Run 1, metal layers overlaid:
Scale bar: 20 µm.
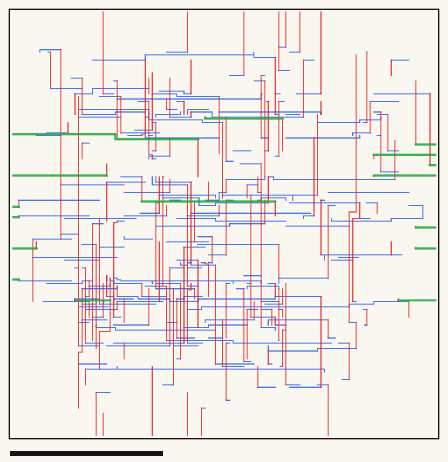
Run 1, placed standard cells:
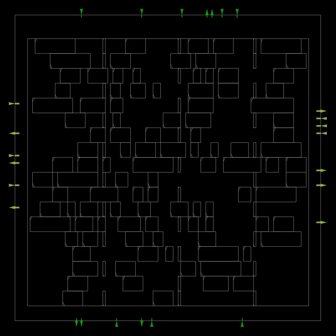
Run 1, sizing map:
Scale bar: 20 µm.
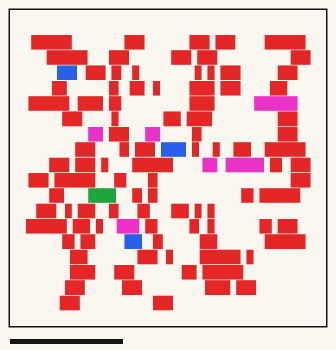
**config.mk**
```make
export PLATFORM = sky130hd
export DESIGN_NAME = address_sequencer
export DESIGN_NICKNAME = d
export VERILOG_FILES = /design/src/rtl/addr_seq_pkg.sv /design/src/rtl/address_increment.sv /design/src/rtl/address_sequencer.sv
export SDC_FILE = /design/constraint.sdc
export NUM_CORES = 1
export LEC_CHECK = 0
export CAP_MARGIN = 40
export CELL_PAD_IN_SITES_DETAIL_PLACEMENT = 1
export CELL_PAD_IN_SITES_GLOBAL_PLACEMENT = 2
export CORE_MARGIN = 2
export CORE_UTILIZATION = 27
export DETAILED_ROUTE_END_ITERATION = 10
export PLACE_DENSITY_LB_ADDON = 0.1
export SYNTH_ARGS = -nofsm -noshare
export SYNTH_HDL_FRONTEND = slang
export SYNTH_SLANG_ARGS = --single-unit
```
**constraint.sdc**
```tcl
create_clock -name CLK -period 3.59 [get_ports CLK]
set_input_delay 0.359 -clock CLK [delete_from_list [all_inputs] [get_ports CLK]]
set_output_delay 0.359 -clock CLK [all_outputs]
set_load 0.01 [all_outputs]
```
**src/rtl/addr_seq_pkg.sv**
```systemverilog
// Shared types for the register address sequencer: state encoding and width.
package addr_seq_pkg;

  localparam int STATE_WIDTH = 2;

  typedef enum logic [STATE_WIDTH-1:0] {
    IDLE      = 2'd0,
    WAIT_ADDR = 2'd1,
    DATA      = 2'd2
  } seq_state_t;

endpackage

```
**src/rtl/address_increment.sv**
```systemverilog
// Combinational next-address function for the register pointer.
// Define ADDR_PAGE_WRAP_EN to wrap within a 2^PAGE_BITS page instead of at REG_COUNT.
module address_increment #(
  parameter int ADDR_WIDTH = 8,
  parameter int REG_COUNT  = 32,
  parameter int PAGE_BITS  = 3
) (
  input  logic [ADDR_WIDTH-1:0] addr,
  output logic [ADDR_WIDTH-1:0] next_addr
);

  // One extra bit so neither the +1 nor the limit compare can overflow.
  localparam logic [ADDR_WIDTH:0] REG_LIMIT = (ADDR_WIDTH+1)'(REG_COUNT);

  logic [ADDR_WIDTH:0] addr_ext;
  assign addr_ext = {1'b0, addr};

`ifdef ADDR_PAGE_WRAP_EN
  localparam logic [ADDR_WIDTH:0] LOW_MASK = (ADDR_WIDTH+1)'((1 << PAGE_BITS) - 1);

  logic [ADDR_WIDTH:0] low_sum;
  logic [ADDR_WIDTH:0] page_base;
  logic [ADDR_WIDTH:0] candidate;
  logic                low_wrap;

  always_comb begin
    low_sum   = (addr_ext & LOW_MASK) + (ADDR_WIDTH+1)'(1);
    low_wrap  = |(low_sum & ~LOW_MASK);
    page_base = addr_ext & ~LOW_MASK;
    candidate = page_base | (low_sum & LOW_MASK);
    if (low_wrap || (candidate >= REG_LIMIT)) begin
      next_addr = page_base[ADDR_WIDTH-1:0];
    end else begin
      next_addr = candidate[ADDR_WIDTH-1:0];
    end
  end
`else
  logic [ADDR_WIDTH:0] sum;

  always_comb begin
    sum = addr_ext + (ADDR_WIDTH+1)'(1);
    if (sum >= REG_LIMIT) begin
      next_addr = '0;
    end else begin
      next_addr = sum[ADDR_WIDTH-1:0];
    end
  end
`endif

endmodule

```
**src/rtl/address_sequencer.sv**
```systemverilog
// Auto-incrementing register address pointer driven by bus start/stop/byte strobes.
// Wrap behaviour selected by ADDR_PAGE_WRAP_EN (see address_increment).
module address_sequencer
  import addr_seq_pkg::*;
#(
  parameter int ADDR_WIDTH = 8,
  parameter int REG_COUNT  = 32,
  parameter int PAGE_BITS  = 3
) (
  input  logic                   CLK,
  input  logic                   RST,
  input  logic                   START,
  input  logic                   STOP,
  input  logic                   RW,
  input  logic                   BYTE_VALID,
  input  logic [7:0]             BYTE_DATA,
  output logic [ADDR_WIDTH-1:0]  ADDR_BUS,
  output logic                   ADDR_VALID,
  output logic                   ADDR_ERR,
  output logic [STATE_WIDTH-1:0] STATE
);

  localparam logic [8:0] BYTE_LIMIT = 9'(REG_COUNT);

  seq_state_t            state_reg, state_next;
  logic [ADDR_WIDTH-1:0] addr_reg, addr_next;
  logic                  err_reg, err_next;
  logic                  valid_reg;
  logic [ADDR_WIDTH-1:0] addr_inc;
  logic                  byte_in_range;

  address_increment #(
    .ADDR_WIDTH (ADDR_WIDTH),
    .REG_COUNT  (REG_COUNT),
    .PAGE_BITS  (PAGE_BITS)
  ) u_increment (
    .addr      (addr_reg),
    .next_addr (addr_inc)
  );

  assign byte_in_range = ({1'b0, BYTE_DATA} < BYTE_LIMIT);

  always_comb begin
    state_next = state_reg;
    addr_next  = addr_reg;
    err_next   = 1'b0;
    if (START) begin
      // Repeated start re-evaluates direction and drops any same-cycle byte.
      state_next = RW ? DATA : WAIT_ADDR;
    end else begin
      if (BYTE_VALID) begin
        case (state_reg)
          WAIT_ADDR: begin
            if (byte_in_range) begin
              addr_next = BYTE_DATA[ADDR_WIDTH-1:0];
            end else begin
              addr_next = '0;
              err_next  = 1'b1;
            end
            state_next = DATA;
          end
          DATA:    addr_next = addr_inc;
          default: ;
        endcase
      end
      // STOP wins the state but keeps the pointer effect of a same-cycle byte.
      if (STOP) begin
        state_next = IDLE;
      end
    end
  end

  always_ff @(posedge CLK) begin
    if (RST) begin
      state_reg <= IDLE;
      addr_reg  <= '0;
      err_reg   <= 1'b0;
      valid_reg <= 1'b0;
    end else begin
      state_reg <= state_next;
      addr_reg  <= addr_next;
      err_reg   <= err_next;
      valid_reg <= (state_next == DATA);
    end
  end

  assign ADDR_BUS   = addr_reg;
  assign ADDR_VALID = valid_reg;
  assign ADDR_ERR   = err_reg;
  assign STATE      = state_reg;

endmodule

```
==> run_results.csv, run 1 <==
group,metric,value,unit
pwr,worst_ir_drop_vdd,0.168,mV
detailed_routing,route.detailed.drc,0,
synth,netlist_instances,78,
detailed_routing,dr_wl_met3,103,µm
sta,drv_slew,0,
synth,yosys.stat.seqShare,0.329,
finish,n_antenna_cell,0,
finish,ff_count,12,
sta,worst_pin_slew,0.446,ns
worst_setup_path,slowest_delay,0.46,ns
detailed_routing,antenna_left,0,
pwr,swShare,0.248,
synth,ys_area,731,µm²
place,dp_hpwl,1500,µm
min_path,hold_path_depth,1,
pwr,p_clk,0.000111,W
sta,holdWs,0.542,ns
floorplan,die_x,56.0,µm
pwr,powerSeq,0.000140,W
finish,fin_nets,126,
finish,seqCellArea,240,µm²
sta,hold_viol_final,0,
place,dp.cells,131,
min_path,worstHoldEndpoint,"ADDR_BUS[6]",
pwr,p_comb,0.0000476,W
synth,simple_gate_area_frac,0.272,
finish,nonClkBufAreaFrac,0.239,
worst_setup_path,regToRegEndpoint,"ADDR_BUS[2]",
finish,areaGrowthSynthToFinish,43.2,%
detailed_routing,dr.max_layer_used,"met3",
min_path,hp-start,"ADDR_BUS[6]",
place,dp_slack,1.73,ns
worst_setup_path,path_class,"reg -> reg",
sta,final.min_clock_period,1.76,ns
worst_setup_path,worstPathRequired,3.76,ns
min_path,hp-class,"reg -> reg",
global_routing,grt_pass1_wl,3230,µm
synth,synth_top_cell_by_count,"dfxtp_1",
finish,finish.utilization,0.415,
sta,rsz0062_at_grt,"false",
clocking,numCtsBuffers,3,
worst_setup_path,critPathLaunch,"STATE[0]",
finish,nMultiInputCombCells,60,
global_routing,gr-usage-met2,0.207,
floorplan,die_h,56.0,µm
floorplan,fp_util,0.290,
synth,topCombFamilyByArea,"simple AND/OR/NAND/NOR gates",
synth,largest_area_cell,"dfxtp_1",
synth,synth_top_flop_cell,"dfxtp_1",
synth,yosys-stat-cells,78,
clocking,cts_tree,"built",
synth,yosysUniqueCellTypes,36,
finish,clk_share,0.0347,
worst_setup_path,cp_top_family,"simple AND/OR/NAND/NOR gates",
sta,max-slew-margin-rel,0.701,
floorplan,core_area,0.00252,mm²
worst_setup_path,setup.worst_path.end,"ADDR_BUS[2]",
synth,area_leaders,"dfxtp_1 (33%), ha_1 (10%), a311oi_1 (3.6%)",
clocking,clock-sinks,12,
worst_setup_path,rr_worst_depth,6,
detailed_routing,met1_length,967,µm
global_routing,grt_remaining_overflow,0,
sta,finalClockPeriodUsage,0.489,
sta,setup_viol,0,
clocking,clkLatencyLatePin,0.28,ns
worst_setup_path,worst_setup_path_end_kind,"flip-flop",
run_status,status,"completed",
worst_setup_path,path_cells,"inv_1, ha_1, nor4_4, a32o_1, mux2i_1, o32ai_1",
finish,nonClockInverterCount,4,
detailed_routing,drtPass1Iterations,4,
run,maxCapViolCount,0,
finish,drive_gt1_frac,0.0952,
synth,ys_warn_count,0,
pwr,p_clk_frac,0.371,
global_routing,grt_max_degree,12,
-- 'metal layers overlaid' (at the start) --
| layer | color | wire length |
|---|---|---|
| M3 | green | 104 µm |
| M1 | blue | 967 µm |
| M2 | red | 921 µm |

-- 'placed standard cells' (at the start) --
fin cells: 135
flop share of the area: 0.230

-- 'sizing map' (at the start) --
| size | color | cells | share |
|---|---|---|---|
| x3 and x4 | magenta | 6 | 5.7% |
| x2 | blue | 3 | 2.9% |
| x1 and smaller | red | 95 | 90% |
| x6 and larger | green | 1 | 0.95% |

==> run 2, diff against run 1 <==
--- a/config.mk
+++ b/config.mk
@@ -9,7 +9,7 @@
 export CELL_PAD_IN_SITES_DETAIL_PLACEMENT = 1
 export CELL_PAD_IN_SITES_GLOBAL_PLACEMENT = 2
 export CORE_MARGIN = 2
-export CORE_UTILIZATION = 27
+export CORE_UTILIZATION = 22
 export DETAILED_ROUTE_END_ITERATION = 10
 export PLACE_DENSITY_LB_ADDON = 0.1
 export SYNTH_ARGS = -nofsm -noshare
==> constraint.sdc (replaced) <==
create_clock -name CLK -period 1.55 [get_ports CLK]
set_input_delay 0.155 -clock CLK [delete_from_list [all_inputs] [get_ports CLK]]
set_output_delay 0.155 -clock CLK [all_outputs]
set_load 0.01 [all_outputs]
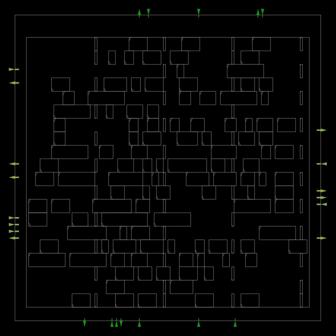
Run 2: placed standard cells
Tap Cells: 44
Final Core Density: 0.373
registers: 12

==> run 2 against run 1 <==
- sequential cell count stayed put
- largest power group unchanged
- worst hold slack worse by 0.067 ns
- clock power is 130% higher
- clock-buffer cell count stayed put
- highest routed layer is now met4
- final cell count is 17% higher
- utilization is 4.1 points lower
- clock skew is 0.0030 ns lower
- design area is 11% higher
==> run_results.csv, run 2 <==
group,metric,value,unit
run_status,status,"completed",
synth,synth_top_flop_cell,"dfxtp_1",
finish,drive_gt1_frac,0.202,
synth,simple_gate_area_frac,0.272,
floorplan,die_h,61.6,µm
synth,netlist_instances,78,
worst_setup_path,path_max_fanout,5,
detailed_routing,via_count,721,
detailed_routing,route.met2.wl,849,µm
finish,nClkBuffers,4,
detailed_routing,met1_length,1080,µm
finish,final_cell_mix,"clkdlybuf4s50_1 (25), dfxtp_1 (10), buf_4 (8), nor2_1 (6)",
place,dp_slack,0.0207,ns
min_path,hold_path_depth,3,
floorplan,fp_util,0.235,
worst_setup_path,regToRegEndpoint,"ADDR_BUS[0]",
synth,xor_share,0,
sta,drv_slew,0,
finish,fin_nets,135,
sta,holdWs,0.475,ns
detailed_routing,dr.max_layer_used,"met4",
worst_setup_path,worstPathRequired,1.39,ns
worst_setup_path,slowest_delay,0.53,ns
clocking,numCtsBuffers,3,
synth,yosys.stat.seqShare,0.329,
pwr,p_clk,0.000252,W
finish,seq_share,0.210,
floorplan,die_x,61.6,µm
synth,synth_top_cell_by_count,"dfxtp_1",
worst_setup_path,rr_worst_depth,6,
synth,yosys-stat-cells,78,
detailed_routing,antenna_left,0,
synth,largest_area_cell,"dfxtp_1",
finish,n_antenna_cell,0,
pwr,swShare,0.241,
pwr,p_seq_frac,0.457,
synth,ys_area,731,µm²
worst_setup_path,critPathLaunch,"ADDR_BUS[0]",
synth,ys_warn_count,0,
worst_setup_path,cp_top_family,"buffers and inverters",
floorplan,io_pins,26,
worst_setup_path,worst_setup_path_end_kind,"output pin",
sta,max-slew-margin-rel,0.787,
detailed_routing,drtPass1Iterations,4,
synth,synthAoiAreaFrac,0.236,
pwr,powerSeq,0.000323,W
sta,worst_pin_slew,0.315,ns
global_routing,first_global_vias,717,
pwr,worst_ir_drop_vdd,0.378,mV
place,dp_hpwl,1650,µm
finish,fill_cells,377,
run,maxCapViolCount,0,
pwr,p_clk_frac,0.356,
worst_setup_path,setup.worst_path.end,"ADDR_BUS[0]",
global_routing,gr-usage-met2,0.171,
floorplan,core_area,0.00310,mm²
place,gp_congestion,0.721,
sta,hold_viol_final,0,
worst_setup_path,cp-start-kind,"flip-flop",
finish,nMultiInputCombCells,60,
finish,nNonClkBuffers,34,
finish,areaGrowthSynthToFinish,58.6,%
worst_setup_path,regToRegStartpoint,"STATE[0]",
finish,sh_comb_area,0.414,
finish,largest_cell_class,"multi-input combinational cells",
sta,setup_viol,0,
clocking,clock-sinks,12,
global_routing,antenna_found_initial,0,
detailed_routing,route.detailed.drc,0,
finish,clk_share,0.0313,
finish,stdcell_count,158,
synth,syn_nets,98,
clocking,cts_tree,"built",
global_routing,grt_max_degree,12,
worst_setup_path,path_cells,"buf_4, clkdlybuf4s50_1",
worst_setup_path,path_class,"reg -> out",
finish,logic_area,479,µm²
finish,seqCellArea,243,µm²
sta,finalClockPeriodUsage,0.959,
sta,rsz0062_at_grt,"false",
global_routing,grt_pass1_wl,3510,µm
min_path,hp-class,"in -> reg",
synth,yosysUniqueCellTypes,36,
global_routing,grt_remaining_overflow,0,
synth,area_leaders,"dfxtp_1 (33%), ha_1 (10%), a311oi_1 (3.6%)",
synth,topCombFamilyByArea,"simple AND/OR/NAND/NOR gates",
pwr,total_power,0.000707,W
place,dp.cells,154,
synth,edf_count,0,
finish,nonClkBufAreaFrac,0.285,
sta,final.min_clock_period,1.49,ns
pwr,power.leakage,0.431,nW
global_routing,grt_most_used_layer,"met1",
finish,final_common_cell,"clkdlybuf4s50_1",
min_path,worstHoldEndpoint,"ADDR_BUS[1]",
clocking,post_cts_resized,1,
detailed_routing,drtIter0Drc,26,
pwr,p_comb,0.000132,W
finish,nonClockInverterCount,4,
detailed_routing,dr_wl_met3,85,µm
clocking,clkLatencyLatePin,0.27,ns
global_routing,grt_usage,0.130,
min_path,hp-start,"BYTE_DATA[1]",
Power and IR drop assume default switching activity.
